class_map.png
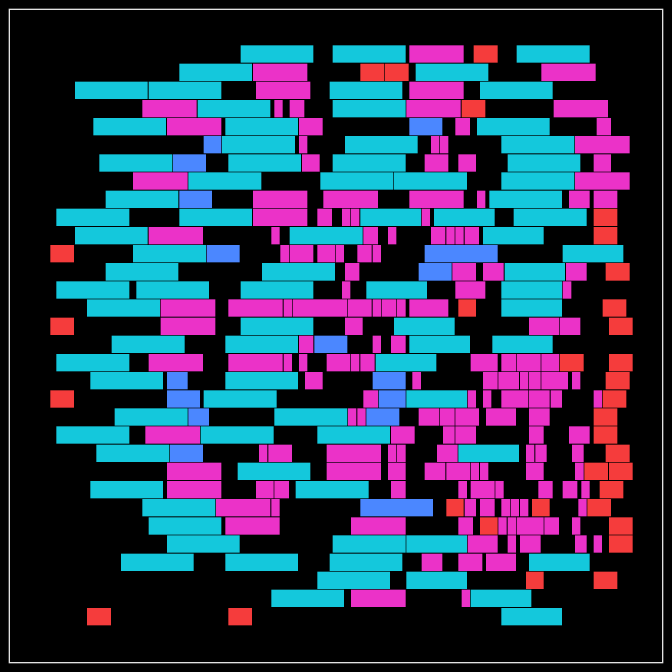
clock_wires.png
The bar under the picture is 20 µm long.
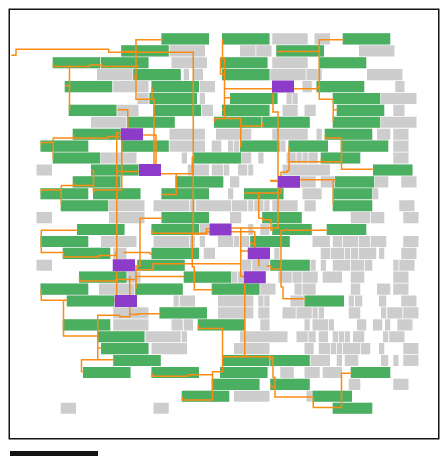
==> config.mk <==
export PLATFORM = sky130hd
export DESIGN_NAME = dff_capture_fifo
export DESIGN_NICKNAME = d
export VERILOG_FILES = /design/src/rtl/dff_capture_fifo.sv
export SDC_FILE = /design/constraint.sdc
export NUM_CORES = 1
export LEC_CHECK = 0
export CAP_MARGIN = 20
export CORE_MARGIN = 4
export CORE_UTILIZATION = 50
export CTS_CLUSTER_SIZE = 14
export DETAILED_ROUTE_END_ITERATION = 8
export HOLD_SLACK_MARGIN = 0.05
export PLACE_DENSITY = 0.7
export SYNTH_ARGS = -nofsm -noshare
export SYNTH_HDL_FRONTEND = slang
export SYNTH_SLANG_ARGS = --single-unit
==> constraint.sdc <==
create_clock -name clk -period 8.1 [get_ports clk]
set_input_delay 2.025 -clock clk [delete_from_list [all_inputs] [get_ports clk]]
set_output_delay 2.025 -clock clk [all_outputs]
set_load 0.05 [all_outputs]
==> impl_results.rst <==
Synthesis and place-and-route
=============================

.. list-table::
   :header-rows: 1

   * - Metric
     - Value
   * - Final worst slack
     - 3.02 ns
   * - Post-synth net total
     - 282
   * - Clock period minus final worst setup slack
     - 5.08 ns
   * - Worst hold path type
     - reg2reg
   * - Required time of the critical path
     - 8.30 ns
   * - Power after layout
     - 2.01 mW
   * - Fin. Hold Viols
     - 0
   * - Cell area reported after detailed placement
     - 0.00442 mm²
   * - R2r worst-path depth
     - 9
   * - Routability cong.
     - 0.792
   * - Maximum buffer depth of the clock tree
     - 2
   * - Antenna Nets Post-Route
     - 0
   * - Number of nets in the layout
     - 309
   * - Period utilization
     - about 63%
   * - Sequential share of the synthesized area
     - 59.6%
   * - Number of buffers added to fix hold violations after cts
     - 0
   * - Height of the die
     - 97.7 µm
   * - Max FFs per register
     - roughly 64
   * - Endpoint class of the critical path
     - register
   * - Number of ports placed on the die boundary
     - 29
   * - Skew-Pair Late Insertion Delay
     - 0.35 ns
   * - Chip area
     - around 0.0096 mm²
   * - P&R area growth vs syn
     - 15.5%
   * - Global-route wire length before repair
     - 13700 µm
   * - TritonCTS clock tree
     - built
   * - Worst R2R Setup Slack
     - around 4.6 ns
   * - Maximum resistive drop on vdd
     - 183 µV
   * - Critical path launch point type
     - input port
   * - LEAKAGE
     - 1.57 nW
   * - Post-detailed-routing wire length
     - 8630 µm
   * - Worst slew margin relative to its limit
     - approximately a third
   * - Via/cell ratio
     - 6.08
   * - Clock slew at reported path FFs
     - 0.09 ns
   * - Site row count
     - 32
   * - Routed length per placed instance
     - between 20 and 25 µm
   * - Setup repair after global routing missed its margin
     - false
   * - Power Density
     - 432 mW/mm²
   * - Setup TNS
     - 0 ns
   * - Max Freq
     - between 0.15 and 0.2 GHz
   * - Diodes inserted
     - 0
   * - Number of max-cap violations
     - 0
   * - Post_cts resized
     - 0
   * - Flops & latches, synth
     - slightly above 80
   * - Slowest stage cell on the critical path
     - o41a_1
   * - Cells along the critical path
     - clkdlybuf4s50_1 -> o41a_1 -> buf_4 -> inv_1 -> ha_1 -> inv_1 -> o41ai_1 -> a211oi_1 -> o41a_1 -> nor2_1 -> a31oi_1
   * - Worst hold stages
     - 2
   * - WS Path Type
     - in2reg
   * - Number of pins exceeding their max-slew limit in the final report
     - 0
   * - Num CTS Buffers
     - 9
   * - Antenna violations before repair
     - 0
   * - Level count of the clock H-tree
     - 3
   * - Layout cell share with drive strength beyond 1
     - 21.9%
   * - Starting density of the core
     - a little over 50%
   * - DRT iter0 DRCs
     - 153
   * - Outcome
     - finished clean
   * - Clock tree root buffer cell
     - clkbuf_8
   * - Average instance area after synthesis
     - 15.2 µm²
   * - Via Count
     - about 2400
   * - CP arrival
     - around 5.3 ns
   * - Maximum number of pins on one net before global-route repair
     - 22
   * - Horizontal extent of the die
     - about 98 µm
   * - Global-route total usage across every layer
     - 18.9%
   * - Overflow left after global routing
     - 0
   * - CTS Sinks
     - 83
   * - Distinct cell type count of the synthesized netlist
     - 37
## Picture notes: class_map.png
legend:
  red:
    class: remaining buffers and delay cells
    cells: 33
  magenta:
    class: remaining logic cells
    cells: 165
  blue:
    class: clock drivers and dummy loads
    cells: 16
  cyan:
    class: sequential cells
    cells: 83
final std cell area, no fill: 0.00465 mm²
fraction of area in registers: 51.6%
Util after Layout: 59.9%
core footprint: 0.00777 mm²

## Picture notes: clock_wires.png
legend:
  orange:
    item: clock wires
    length: 979 µm
  green:
    item: flip-flops
    count: 83
  purple:
    item: clock-net drivers
    count: 9
flops lie: spread over the die
routed clock nets: 10
power of the clock network: 0.343 mW
clock power share: 17.1%
Worst Skew: 0.00909 ns

## through the flow
step / util, % / std cells
6_report: 59.9 / 399
4_1_cts: 59.9 / 399
3_3_place_gp: 56.8 / 383
3_5_place_dp: 56.8 / 383
5_1_grt: 59.9 / 399
2_1_floorplan: - / 265
## critical path: cells and delay by family
kind                     cells  cell delay [ns]
AND-OR/OR-AND                5             1.32
adder cells (fa/ha/maj)      1             0.48
AND/OR/NAND/NOR              1             0.21
buffers and inverters        4             1.25
## synthesized netlist by cell type
master / n / area [µm²]
nor4_1: 1 / 6.26
and2_1: 7 / 43.8
nand4_1: 1 / 6.26
a41oi_1: 1 / 8.76
or4_4: 1 / 11.3
inv_2: 1 / 3.75
buf_4: 1 / 7.51
ha_1: 4 / 50.1
nand2b_2: 1 / 8.76
nand3_1: 1 / 5.00
buf_6: 1 / 11.3
or2_2: 2 / 12.5
buf_2: 7 / 35.0
mux2_2: 1 / 11.3
nor2_1: 13 / 48.8
dfrtp_1: 19 / 475
a211o_1: 1 / 8.76
mux2i_1: 2 / 20.0
a211oi_1: 10 / 75.1
clkbuf_1: 8 / 30.0
edfxtp_1: 64 / 1920
nor3_1: 7 / 35.0
clkinv_1: 1 / 3.75
inv_1: 7 / 26.3
o41ai_1: 1 / 8.76
nor3_2: 1 / 10.0
a31oi_1: 9 / 56.3
nor2b_1: 3 / 18.8
a311o_1: 7 / 70.1
o41a_1: 2 / 22.5
xnor2_1: 6 / 52.6
xor2_1: 5 / 43.8
o211a_1: 1 / 10.0
nand2_1: 31 / 116
nand2b_1: 3 / 18.8
mux4_2: 32 / 721
o21ai_0: 2 / 10.0
## layer usage
metal,wire length (µm),share of wire (%),up-vias,GRT usage [%]
li1,-,-,1098,-
met1,3630,42,1240,24.9
met2,4300,50,70,31.3
met3,500,5.8,16,3.37
met4,204,2.4,0,7.88
met5,0,0,-,0
## placed cells by master (no fill, tap or decap), types with 2 or more instances in the layout
master,n
mux4_2,32
or2_2,2
nor2_1,13
xnor2_1,6
nor2b_1,3
and2_1,7
buf_4,5
mux2i_1,2
o21ai_0,2
nand2b_1,3
nand2_1,31
clkbuf_8,10
bufinv_16,2
edfxtp_1,64
clkdlybuf4s50_1,28
o41a_1,2
nor3_2,4
a31oi_1,9
dfrtp_1,19
a311o_1,7
xor2_1,4
ha_1,4
inv_1,7
a211oi_1,10
nor3_1,4
## report_power, final
part           internal, mW  total [mW]  switching [mW]
combinational         0.466       0.988           0.522
clock                 0.186       0.343           0.158
sequential            0.558       0.676           0.118
## cell families (layout without fill, tap and decap cells)
kind of cell,count (synthesis),after routing,share of synthesized area (%)
flip-flops,83,83,59.6
AND/OR/NAND/NOR,72,72,8.49
multiplexers,35,35,18.7
AND-OR/OR-AND,34,34,6.71
buffers and inverters,26,58,2.92
XOR/XNOR,11,11,2.39
adder cells (fa/ha/maj),4,4,1.24
## final cells by class
type	count	share of cell area [%]
flip-flops and latches	83	51.6
multi-input cells	156	33.1
repair buffers	33	6.84
clock buffers	10	2.96
well taps	102	2.74
clock inverters	6	2.07
inverters	9	0.727
No activity file was given, so power comes from the tool's default toggle rates.
